Figure 1. Signal wires by layer (run 1).
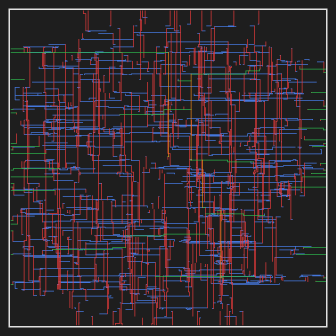
Figure 2. Clock distribution (run 1).
The bar under the picture is 50 um long.
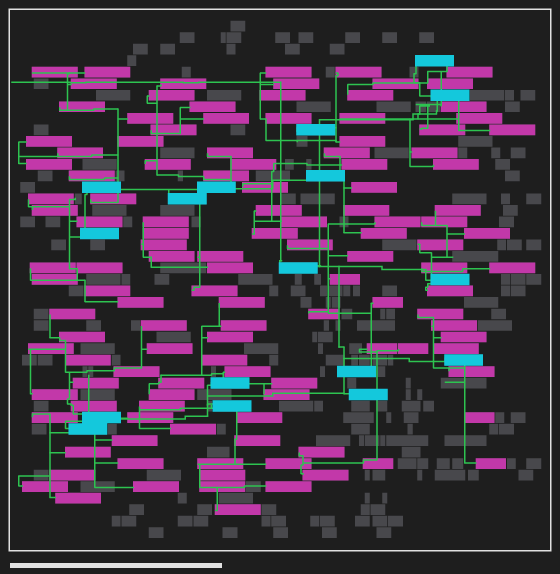
Figure 3. Met3 routing (run 1).
The bar under the picture is 50 um long. Cells faint in the background.
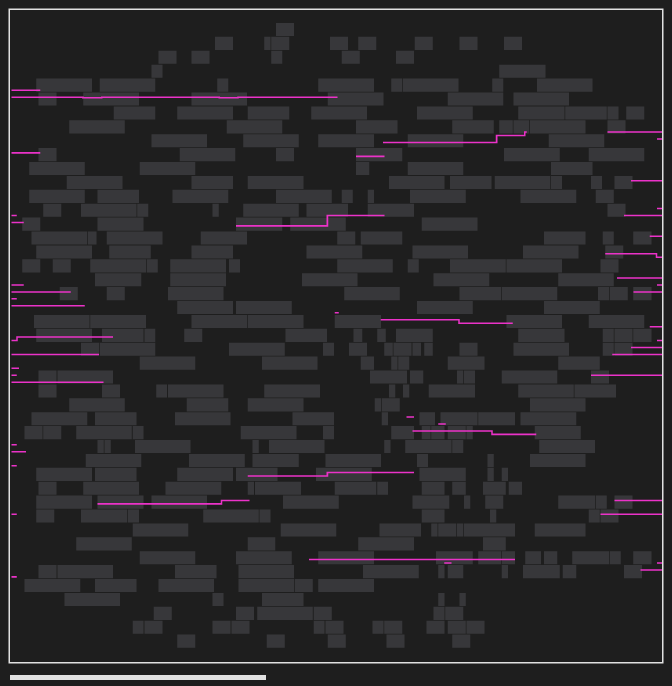
$ cat config.mk
export PLATFORM = sky130hd
export DESIGN_NAME = hps_cmd_bridge
export DESIGN_NICKNAME = d
export VERILOG_FILES = /design/src/rtl/hps_cmd_pkg.sv /design/src/rtl/hps_cmd_fifo.sv /design/src/rtl/hps_cmd_bridge.sv
export SDC_FILE = /design/constraint.sdc
export NUM_CORES = 1
export LEC_CHECK = 0
export CAP_MARGIN = 0
export CELL_PAD_IN_SITES_DETAIL_PLACEMENT = 0
export CELL_PAD_IN_SITES_GLOBAL_PLACEMENT = 1
export CORE_MARGIN = 2
export CORE_UTILIZATION = 32
export DETAILED_ROUTE_END_ITERATION = 12
export GPL_TIMING_DRIVEN = 0
export PLACE_DENSITY_LB_ADDON = 0.1
export SYNTH_ARGS = -nofsm -noshare
export SYNTH_HDL_FRONTEND = slang
export SYNTH_SLANG_ARGS = --single-unit
$ cat constraint.sdc
create_clock -name clk_clk -period 3.5 [get_ports clk_clk]
set_input_delay 0.35 -clock clk_clk [delete_from_list [all_inputs] [get_ports clk_clk]]
set_output_delay 0.35 -clock clk_clk [all_outputs]
set_load 0.005 [all_outputs]
$ cat src/rtl/hps_cmd_pkg.sv
// rtl/hps_cmd_pkg.sv - shared widths, command struct and opcodes for the HPS command bridge
//
// Purpose: default field widths, the packed command record and the opcode
// values agreed with the accelerator core. No ports (package).

package hps_cmd_pkg;

    localparam int DEF_INSTR_W    = 3;
    localparam int DEF_DATA_W     = 8;
    localparam int DEF_ADDR_W     = 17;
    localparam int DEF_NUM_MEMS   = 2;
    localparam int DEF_FIFO_DEPTH = 4;

    // Memory-select width: max(1, clog2(num_mems)).
    function automatic int sel_width(input int num_mems);
        return (num_mems > 2) ? $clog2(num_mems) : 1;
    endfunction

    localparam int DEF_SEL_W = sel_width(DEF_NUM_MEMS);

    typedef struct packed {
        logic [DEF_INSTR_W-1:0] instr;
        logic [DEF_DATA_W-1:0]  data;
        logic [DEF_ADDR_W-1:0]  addr;
        logic [DEF_SEL_W-1:0]   sel;
    } cmd_t;

    localparam logic [DEF_INSTR_W-1:0] OP_NOP       = 3'd0;
    localparam logic [DEF_INSTR_W-1:0] OP_WRITE_MEM = 3'd1;
    localparam logic [DEF_INSTR_W-1:0] OP_READ_MEM  = 3'd2;
    localparam logic [DEF_INSTR_W-1:0] OP_RUN       = 3'd3;
    localparam logic [DEF_INSTR_W-1:0] OP_CLEAR     = 3'd4;

endpackage

$ cat src/rtl/hps_cmd_fifo.sv
// rtl/hps_cmd_fifo.sv - generic first-word-fall-through FIFO with occupancy flags
//
// Purpose: DEPTH-entry FWFT queue. The head word and m_tvalid come only from
// registered state (memory + pointers), so there is no input-to-output bypass.
// Ports:
//   clk, resetn          clock, synchronous active-low reset
//   s_tvalid/s_tready/s_tdata   write side; s_tready also high when full but popping
//   m_tvalid/m_tready/m_tdata   read side; m_tdata is zero while empty
//   count, full, empty   occupancy

module hps_cmd_fifo #(
    parameter int WIDTH = 8,
    parameter int DEPTH = 4,
    parameter int AW    = $clog2(DEPTH)
) (
    input  logic             clk,
    input  logic             resetn,
    input  logic             s_tvalid,
    output logic             s_tready,
    input  logic [WIDTH-1:0] s_tdata,
    output logic             m_tvalid,
    input  logic             m_tready,
    output logic [WIDTH-1:0] m_tdata,
    output logic [AW:0]      count,
    output logic             full,
    output logic             empty
);

    localparam logic [AW:0] PTR_ONE   = (AW+1)'(1);
    localparam logic [AW:0] DEPTH_CNT = (AW+1)'(DEPTH);

    // Pointers carry one extra MSB so full (diff == DEPTH) and empty (diff == 0) differ.
    logic [AW:0]      wr_ptr_q, wr_ptr_d;
    logic [AW:0]      rd_ptr_q, rd_ptr_d;
    logic [WIDTH-1:0] mem_q [DEPTH];
    logic [WIDTH-1:0] mem_d [DEPTH];
    logic             push;
    logic             pop;

    // Flags depend only on registered state and m_tready, never on s_tvalid.
    always_comb begin
        count    = wr_ptr_q - rd_ptr_q;
        full     = (count == DEPTH_CNT);
        empty    = (count == '0);
        m_tvalid = ~empty;
        pop      = m_tvalid & m_tready;
        s_tready = ~full | pop;
        m_tdata  = m_tvalid ? mem_q[rd_ptr_q[AW-1:0]] : '0;
    end

    always_comb begin
        push     = s_tvalid & s_tready;
        mem_d    = mem_q;
        wr_ptr_d = wr_ptr_q;
        rd_ptr_d = rd_ptr_q;
        if (push) begin
            mem_d[wr_ptr_q[AW-1:0]] = s_tdata;
            wr_ptr_d                = wr_ptr_q + PTR_ONE;
        end
        if (pop) begin
            rd_ptr_d = rd_ptr_q + PTR_ONE;
        end
    end

    always_ff @(posedge clk) begin
        if (!resetn) begin
            wr_ptr_q <= '0;
            rd_ptr_q <= '0;
        end else begin
            wr_ptr_q <= wr_ptr_d;
            rd_ptr_q <= rd_ptr_d;
        end
    end

    // Storage needs no reset: m_tdata is masked while empty.
    always_ff @(posedge clk) begin
        mem_q <= mem_d;
    end

endmodule

$ cat src/rtl/hps_cmd_bridge.sv
// rtl/hps_cmd_bridge.sv - HPS PIO command set to buffered valid/ready command stream
//
// Purpose: a rising edge on pio_enable captures {instruction, data, mem_addr,
// sel_mem} into a FWFT FIFO drained over cmd_valid/cmd_ready. Status back to HPS.
// Ports:
//   clk_clk, reset_reset_n          clock, synchronous active-low reset
//   pio_enable, pio_instruction, pio_data, pio_mem_addr, pio_sel_mem   HPS command PIOs
//   ovf_clear                       pulse clearing sticky overflow (and stats)
//   cmd_valid/cmd_ready, cmd_instr/cmd_data/cmd_addr/cmd_sel   command stream head
//   status_count/full/empty/overflow  FIFO status for the HPS
// Build option HPS_CMD_BRIDGE_STATS_EN adds stat_accepted / stat_dropped
// (16-bit saturating counters, cleared by reset or ovf_clear).

module hps_cmd_bridge
    import hps_cmd_pkg::*;
#(
    parameter int INSTR_W    = DEF_INSTR_W,
    parameter int DATA_W     = DEF_DATA_W,
    parameter int ADDR_W     = DEF_ADDR_W,
    parameter int NUM_MEMS   = DEF_NUM_MEMS,
    parameter int FIFO_DEPTH = DEF_FIFO_DEPTH,
    parameter int SEL_W      = sel_width(NUM_MEMS)
) (
    input  logic                          clk_clk,
    input  logic                          reset_reset_n,
    input  logic                          pio_enable,
    input  logic [INSTR_W-1:0]            pio_instruction,
    input  logic [DATA_W-1:0]             pio_data,
    input  logic [ADDR_W-1:0]             pio_mem_addr,
    input  logic [SEL_W-1:0]              pio_sel_mem,
    input  logic                          ovf_clear,
    output logic                          cmd_valid,
    input  logic                          cmd_ready,
    output logic [INSTR_W-1:0]            cmd_instr,
    output logic [DATA_W-1:0]             cmd_data,
    output logic [ADDR_W-1:0]             cmd_addr,
    output logic [SEL_W-1:0]              cmd_sel,
    output logic [$clog2(FIFO_DEPTH):0]   status_count,
    output logic                          status_full,
    output logic                          status_empty,
`ifdef HPS_CMD_BRIDGE_STATS_EN
    output logic [15:0]                   stat_accepted,
    output logic [15:0]                   stat_dropped,
`endif
    output logic                          status_overflow
);

    localparam int CMD_W = INSTR_W + DATA_W + ADDR_W + SEL_W;

    logic             en_q, en_d;
    logic             ovf_q, ovf_d;
    logic             submit;
    logic             accept;
    logic             drop;
    logic             fifo_s_tready;
    logic [CMD_W-1:0] fifo_head;

    // en_q resets to 1 so an enable already high when reset lifts is not a submit.
    assign submit = pio_enable & ~en_q;

    always_comb begin
        en_d   = pio_enable;
        accept = submit & fifo_s_tready;
        // fifo_s_tready already includes "full but popping this cycle".
        drop   = submit & ~fifo_s_tready;
        ovf_d  = ovf_q;
        if (ovf_clear) begin
            ovf_d = 1'b0;
        end
        if (drop) begin
            ovf_d = 1'b1;
        end
    end

    always_ff @(posedge clk_clk) begin
        if (!reset_reset_n) begin
            en_q  <= 1'b1;
            ovf_q <= 1'b0;
        end else begin
            en_q  <= en_d;
            ovf_q <= ovf_d;
        end
    end

    hps_cmd_fifo #(
        .WIDTH (CMD_W),
        .DEPTH (FIFO_DEPTH)
    ) u_fifo (
        .clk      (clk_clk),
        .resetn   (reset_reset_n),
        .s_tvalid (submit),
        .s_tready (fifo_s_tready),
        .s_tdata  ({pio_instruction, pio_data, pio_mem_addr, pio_sel_mem}),
        .m_tvalid (cmd_valid),
        .m_tready (cmd_ready),
        .m_tdata  (fifo_head),
        .count    (status_count),
        .full     (status_full),
        .empty    (status_empty)
    );

    assign {cmd_instr, cmd_data, cmd_addr, cmd_sel} = fifo_head;
    assign status_overflow = ovf_q;

`ifdef HPS_CMD_BRIDGE_STATS_EN
    logic [15:0] acc_q, acc_d;
    logic [15:0] drp_q, drp_d;

    // Saturating counters; a clear in the same cycle as an increment wins.
    always_comb begin
        acc_d = acc_q;
        drp_d = drp_q;
        if (accept && (acc_q != 16'hFFFF)) begin
            acc_d = acc_q + 16'd1;
        end
        if (drop && (drp_q != 16'hFFFF)) begin
            drp_d = drp_q + 16'd1;
        end
        if (ovf_clear) begin
            acc_d = '0;
            drp_d = '0;
        end
    end

    always_ff @(posedge clk_clk) begin
        if (!reset_reset_n) begin
            acc_q <= '0;
            drp_q <= '0;
        end else begin
            acc_q <= acc_d;
            drp_q <= drp_d;
        end
    end

    assign stat_accepted = acc_q;
    assign stat_dropped  = drp_q;
`endif

endmodule

==> reports/results.ini, run 1 <==
[clocking]
clkTransAtPathRegs_ns = 0.05
insertion_delay_ns = 0.41
cts_setup_buffers = 0
numCtsBuffers = 17
cts_tree = yes
cts_sinks = 124

[critical_path]
r2r_start = u_fifo.wr_ptr_q[0]$_SDFFE_PN0P_
cp_max_fo = 10
worstSetupPathType = flop to primary output
path_cells = inv_1, ha_1, fa_1, xor3_2, nor2_2, buf_2, nor2b_1, clkdlybuf4s50_1
ff2ff_path_depth = 6
critPathLaunchType = flop
critPathTopFamily = buffers and inverters
critical_path_required_ns = 3.15
critPathLaunch = u_fifo.wr_ptr_q[0]$_SDFFE_PN0P_
reg2reg_slack_ns = 0.53
end_kind = primary output
cp.buffers_inverters = 3
cp.depth = 8
critPathCapture = cmd_data[3]
cpPeakStageDelay_ns = 0.46
worstReg2RegEnd = u_fifo.mem_q[50]$_DFFE_PP_
crit_path_top_delay_cell = clkdlybuf4s50_1

[grt]
grt_overflow = 0
grt_usage = 0.133
grt_pass1_wl_um = 15300
grt_pass1_vias = 2637
antenna_found_initial = 0

[sta]
worst_pin_slew_ns = 0.887
clock_skew_ns = 0.00787
fmax_mhz = 298
hold_viol = 0
period_used_share = 0.957
setup_viol = 0
rsz0062_at_grt = yes
fin_crit_ns = 3.35
slew_violations = 0
relSlewSlack = 0.409
setup_ws_ns = 0.150

[synthesis]
ys_sh_aoi = 0.00845
netlist_area_um2 = 4890
ys_ff = 124
syn_inst = 240
ys_cells = 240
ys_seq_frac = 0.746
largest_area_cell = edfxtp_1
yosys_warnings = 0
synthXorXnorAreaFrac = 0.00512
synthMuxAreaShare = 0.146
synth_cell_types = 22
synth.area.top_cells = edfxtp_1, mux4_2, nor2b_1
synthAdderAreaFrac = 0.0195
syn_avg_cell_area_um2 = 20.4
syn-num-nets = 281

[final_layout]
top_regs = u_fifo.mem_q (116), u_fifo.rd_ptr_q (3), u_fifo.wr_ptr_q (3)
largest_reg_flops = 116
nNetsFinal = 372
utilization = 0.430
lay_top_cells = edfxtp_1, clkdlybuf4s50_1, nor2b_1
mostFrequentLayoutCell = edfxtp_1
n_antenna_cell = 0
drive_gt1_frac = 0.206
syn2layout_area_growth_pct = 32.6

[job]
maxCapViolCount = 0
warning_count = 31

[drt]
drtAntennaViolNets = 0
wire_per_inst_um = 18.4
vias_per_cell = 4.53
wirelength_um = 9810
drc = 0
vias = 2408
dr.pass1.iters = 6
drt_iter0_drc = 127

[floorplan]
core_um2 = 15100
die_w_um = 128
fp_util = 0.324
chip_area_um2 = 16300
core.rowCount = 45
ios = 70
die_h_um = 128

[power]
p_leak_uw = 0.00211
ir_drop_mv = 0.527
power_density_nw_per_um2 = 783

[placement]
portBuffers = 69
gp_congestion = 0.684
pre_cts_ws_ns = 0.445

[status]
status = finished, final reports clean

[worst_hold_path]
hold_path.class = flop to flop
holdPathEnd = u_fifo.wr_ptr_q[2]$_SDFFE_PN0P_
hold_start = u_fifo.wr_ptr_q[2]$_SDFFE_PN0P_

## Picture notes: Figure 1
Key: blue = met1 [wire length 4240 um]; red = met2 [wire length 4950 um]; orange = met4 [wire length 123 um]; green = met3 [wire length 500 um]

## Picture notes: Figure 2
Key: magenta = flip-flops [count 124]; cyan = cells driving clock nets [count 17]; green = clock wires [length 1640 um]
There are 18 routed clock nets.

## Picture notes: Figure 3
The wires run mostly horizontal. 41 nets have wire on it.

-- run 1: Yosys cell counts (all sizes together) --
cell type and instances:
buf 6, a21oi 1, inv 6, clkbuf 4, o21ai 1, a21boi 1, o211ai 1, and3b 1
nor2b 30, nor2 1, dfxtp 8, fa 1, edfxtp 116, nand2b 6, ha 6, and2 3
mux2i 6, xor3 1, a211oi 1, nand2 10, nand3b 1, mux4 29
-- run 1: repair_timing --
item | CTS | global route
hold buffers | 0 | 0
setup endpoints to repair | 3 | 30
resized | 0 | 2
-- run 1: through the flow --
step	total power (uW)	cell area, um2	cells	hold slack [ns]	setup TNS (ns)
2_1_floorplan	2480	4890	240	0.423	0
3_3_place_gp	3420	5810	497	0.463	-32.55
3_5_place_dp	3420	5890	500	0.468	0
4_1_cts	5160	6480	532	0.475	-0.0140
5_1_grt	5360	6480	532	0.511	-0.0824
6_report	5080	6480	532	0.471	0
-- run 1: metal layers --
metal / GRT usage / vias up / part of all wire
li1: - / 1122 / -
met1: 0.165 / 1221 / 0.43
met2: 0.213 / 55 / 0.50
met3: 0.0544 / 10 / 0.051
met4: 0.0440 / 0 / 0.013
met5: 0 / - / 0
-- run 1: area by class of cell --
class / count / area, um2
Inverter: 6 / 22.5
Multi-Input combinational cell: 100 / 1190
Clock buffer: 19 / 433
Tap cell: 188 / 235
Buffer: 10 / 47.5
Sequential cell: 124 / 3640
Timing Repair Buffer: 72 / 761
Clock inverter: 13 / 150
Fill cell: 1348 / 8610
-- run 1: kinds of logic (layout without fill, tap and decap cells) --
kind of cell,after synthesis,in the layout
fa+ha+maj,7,7
buf+inv,16,120
simple gates,52,52
xor+xnor,1,1
compound gates,5,5
mux,35,35
flops,124,124
-- run 1: report_power, final --
group	switching, uW	internal [uW]	total [uW]
registers	21.4	1660	1680
logic	706	968	1670
clock network	616	1110	1720
--- run 2 (diff from run 1) ---
--- a/config.mk
+++ b/config.mk
@@ -5,7 +5,7 @@
 export SDC_FILE = /design/constraint.sdc
 export NUM_CORES = 1
 export LEC_CHECK = 0
-export CAP_MARGIN = 0
+export CAP_MARGIN = 10
 export CELL_PAD_IN_SITES_DETAIL_PLACEMENT = 0
 export CELL_PAD_IN_SITES_GLOBAL_PLACEMENT = 1
 export CORE_MARGIN = 2
Figure 4. Routing congestion map (run 2).
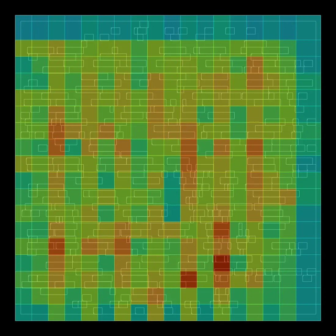
met1 Use GR: 0.165
M2 GR Usage: 0.213

Figure 5. Signal wires on met2 (run 2).
Cells faint in the background.
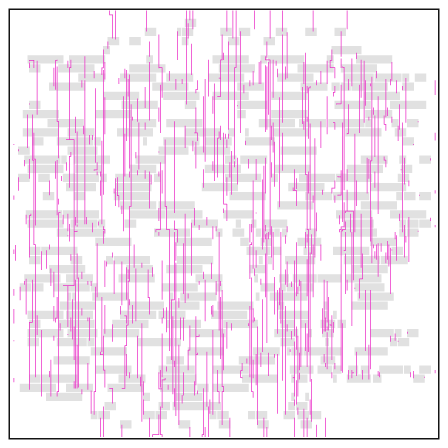
The layer carries 4950 um of wire. The wires run mostly vertical. 327 nets have wire on it. The longest straight run is 53.3 um. The layer holds 50% of the routed length.

==> run 2 against run 1 <==
  * Maximum frequency unchanged
  * First-iteration DRC count unchanged
  * Non-clock buffer count unchanged
  * Synthesized cell count unchanged
  * Combinational power about the same
  * Sequential share of layout area unchanged
  * Design area unchanged
  * Clock power about the same
  * Clock-buffer cell count unchanged
  * Final cell count unchanged
  * Die size unchanged
  * Critical path depth unchanged
==> reports/results.ini, run 2 <==
[status]
status = finished, final reports clean  ; unchanged

[synthesis]
syn_inst = 240  ; unchanged
synthAdderAreaFrac = 0.0195  ; unchanged
synth-async-reset-ratio = 0  ; unchanged
synthMuxAreaShare = 0.146  ; unchanged
yosys_warnings = 0  ; unchanged
ys_seq_frac = 0.746  ; unchanged
synth-edff-count = 116  ; unchanged
synthFlopType = edfxtp_1  ; unchanged
yosys.area.top_type_share = 0.713  ; unchanged
synth.area.top_cells = edfxtp_1, mux4_2, nor2b_1  ; unchanged
ys_top_cells_by_count = edfxtp_1, nor2b_1, mux4_2, nand2_1, dfxtp_1  ; unchanged
ys_sh_aoi = 0.00845  ; unchanged
syn_avg_cell_area_um2 = 20.4  ; unchanged
largest_area_cell = edfxtp_1  ; unchanged
netlist_area_um2 = 4890  ; unchanged
synthXorXnorAreaFrac = 0.00512  ; unchanged
synth_cell_types = 22  ; unchanged
syn-num-nets = 281  ; unchanged
ys_cells = 240  ; unchanged
yosysMostFrequentCell = edfxtp_1  ; unchanged
ys_ff = 124  ; unchanged

[placement]
pre_cts_ws_ns = 0.445  ; unchanged
gp_congestion = 0.684  ; unchanged
portBuffers = 69  ; unchanged
dp.cells = 500  ; unchanged

[drt]
wire_per_inst_um = 18.4  ; unchanged
drt_iter0_drc = 127  ; unchanged
drtAntennaViolNets = 0  ; unchanged
drc = 0  ; unchanged
wirelength_um = 9810  ; unchanged
vias_per_cell = 4.53  ; unchanged
dr.pass1.iters = 6  ; unchanged
vias = 2408  ; unchanged

[sta]
fmax_mhz = 298  ; unchanged
setup_ws_ns = 0.150  ; unchanged
worst_pin_slew_ns = 0.887  ; unchanged
relSlewSlack = 0.409  ; unchanged
fin_crit_ns = 3.35  ; unchanged
clock_skew_ns = 0.00787  ; unchanged
period_used_share = 0.957  ; unchanged
slew_violations = 0  ; unchanged
rsz0062_at_grt = yes  ; unchanged
setup_viol = 0  ; unchanged
hold_viol = 0  ; unchanged

[critical_path]
critPathLaunch = u_fifo.wr_ptr_q[0]$_SDFFE_PN0P_  ; unchanged
critPathTopFamily = buffers and inverters  ; unchanged
worstReg2RegEnd = u_fifo.mem_q[50]$_DFFE_PP_  ; unchanged
crit_path_top_delay_cell = clkdlybuf4s50_1  ; unchanged
r2r_start = u_fifo.wr_ptr_q[0]$_SDFFE_PN0P_  ; unchanged
critPathCapture = cmd_data[3]  ; unchanged
end_kind = primary output  ; unchanged
cp_max_fo = 10  ; unchanged
worstSetupPathType = flop to primary output  ; unchanged
cp.buffers_inverters = 3  ; unchanged
cp.depth = 8  ; unchanged
reg2reg_slack_ns = 0.53  ; about the same
critPathLaunchType = flop  ; unchanged
path_cells = inv_1, ha_1, fa_1, xor3_2, nor2_2, buf_2, nor2b_1, clkdlybuf4s50_1  ; unchanged
critical_path_required_ns = 3.15  ; about the same
cpPeakStageDelay_ns = 0.46  ; about the same
ff2ff_path_depth = 6  ; unchanged

[clocking]
cts_sinks = 124  ; unchanged
insertion_delay_ns = 0.41  ; about the same
cts_buffer_depth = 2  ; unchanged
numCtsBuffers = 17  ; unchanged
cts_setup_buffers = 0  ; unchanged
clkTransAtPathRegs_ns = 0.05  ; about the same
cts_tree = yes  ; unchanged

[power]
p_leak_uw = 0.00211  ; unchanged
power_density_nw_per_um2 = 783  ; unchanged
ir_drop_mv = 0.527  ; unchanged

[floorplan]
fp_util = 0.324  ; unchanged
die_w_um = 128  ; unchanged
die_h_um = 128  ; unchanged
core_um2 = 15100  ; unchanged
ios = 70  ; unchanged
core.rowCount = 45  ; unchanged
chip_area_um2 = 16300  ; unchanged

[final_layout]
drive_gt1_frac = 0.206  ; unchanged
final_cells = 532  ; unchanged
largest_reg_flops = 116  ; unchanged
syn2layout_area_growth_pct = 32.6  ; unchanged
n_antenna_cell = 0  ; unchanged
mostFrequentLayoutCell = edfxtp_1  ; unchanged
lay_top_cells = edfxtp_1, clkdlybuf4s50_1, nor2b_1  ; unchanged
nNetsFinal = 372  ; unchanged
top_regs = u_fifo.mem_q (116), u_fifo.rd_ptr_q (3), u_fifo.wr_ptr_q (3)  ; unchanged

[job]
warning_count = 31  ; unchanged
maxCapViolCount = 0  ; unchanged

[worst_hold_path]
hold_path.class = flop to flop  ; unchanged
holdPathEnd = u_fifo.wr_ptr_q[2]$_SDFFE_PN0P_  ; unchanged
hold_start = u_fifo.wr_ptr_q[2]$_SDFFE_PN0P_  ; unchanged

[grt]
grt_pass1_wl_um = 15300  ; unchanged
antenna_found_initial = 0  ; unchanged
grt_overflow = 0  ; unchanged
grt_pass1_vias = 2637  ; unchanged
grt_usage = 0.133  ; unchanged

-- run 2: cell counts after synthesis --
No cell type changed its count.
-- run 2: per-stage QoR --
| stage | area (um2) | TNS [ns] | total power [uW] | util | hold slack, ns |
|---|---|---|---|---|---|
| global placement | 5810 | -32.55 | 3420 | 0.385 | 0.463 |
| CTS | 6480 | -0.0140 | 5160 | 0.429 | 0.475 |
| finish | 6480 | 0 | 5080 | 0.430 | 0.471 |
| floorplan | 4890 | 0 | 2480 | - | 0.423 |
| global route | 6480 | -0.0824 | 5360 | 0.430 | 0.511 |
| detailed placement | 5890 | 0 | 3420 | 0.391 | 0.468 |
-- run 2: timing repair --
action	in CTS	in global routing
resized	0	2
pin swaps	0	0
gates cloned	0	0
hold endpoints to repair	0	0
hold buffers	0	0
setup endpoints to repair	3	30
-- run 2: power by group --
group          internal [uW]  leakage, uW  switching, uW
Sequential              1660      0.00111           21.4
Combinational            968     0.000724            706
Clock                   1110     0.000273            616
Total                   3730      0.00211           1340
-- run 2: metal layers --
layer	track usage	vias to the layer above	wire (um)
li1	-	1122	-
met1	0.165	1221	4240
met2	0.213	55	4950
met3	0.0544	10	499
met4	0.0440	0	123
met5	0	-	0
-- run 2: layout make-up --
class                   instances  area (um2)
clock inverters                13         150
flip-flops and latches        124        3640
fillers                      1348        8610
clock buffers                  19         433
multi-input cells             100        1190
plain buffers                  10        47.5
repair buffers                 72         761
inverters                       6        22.5
well taps                     188         235
-- run 2: cells by family after synthesis --
group                    after synthesis
buffers and inverters                 16
multiplexers                          35
AND-OR/OR-AND                          5
XOR/XNOR                               1
adder cells (fa/ha/maj)                7
AND/OR/NAND/NOR                       52
flip-flops                           124
Power and IR drop assume default switching activity.
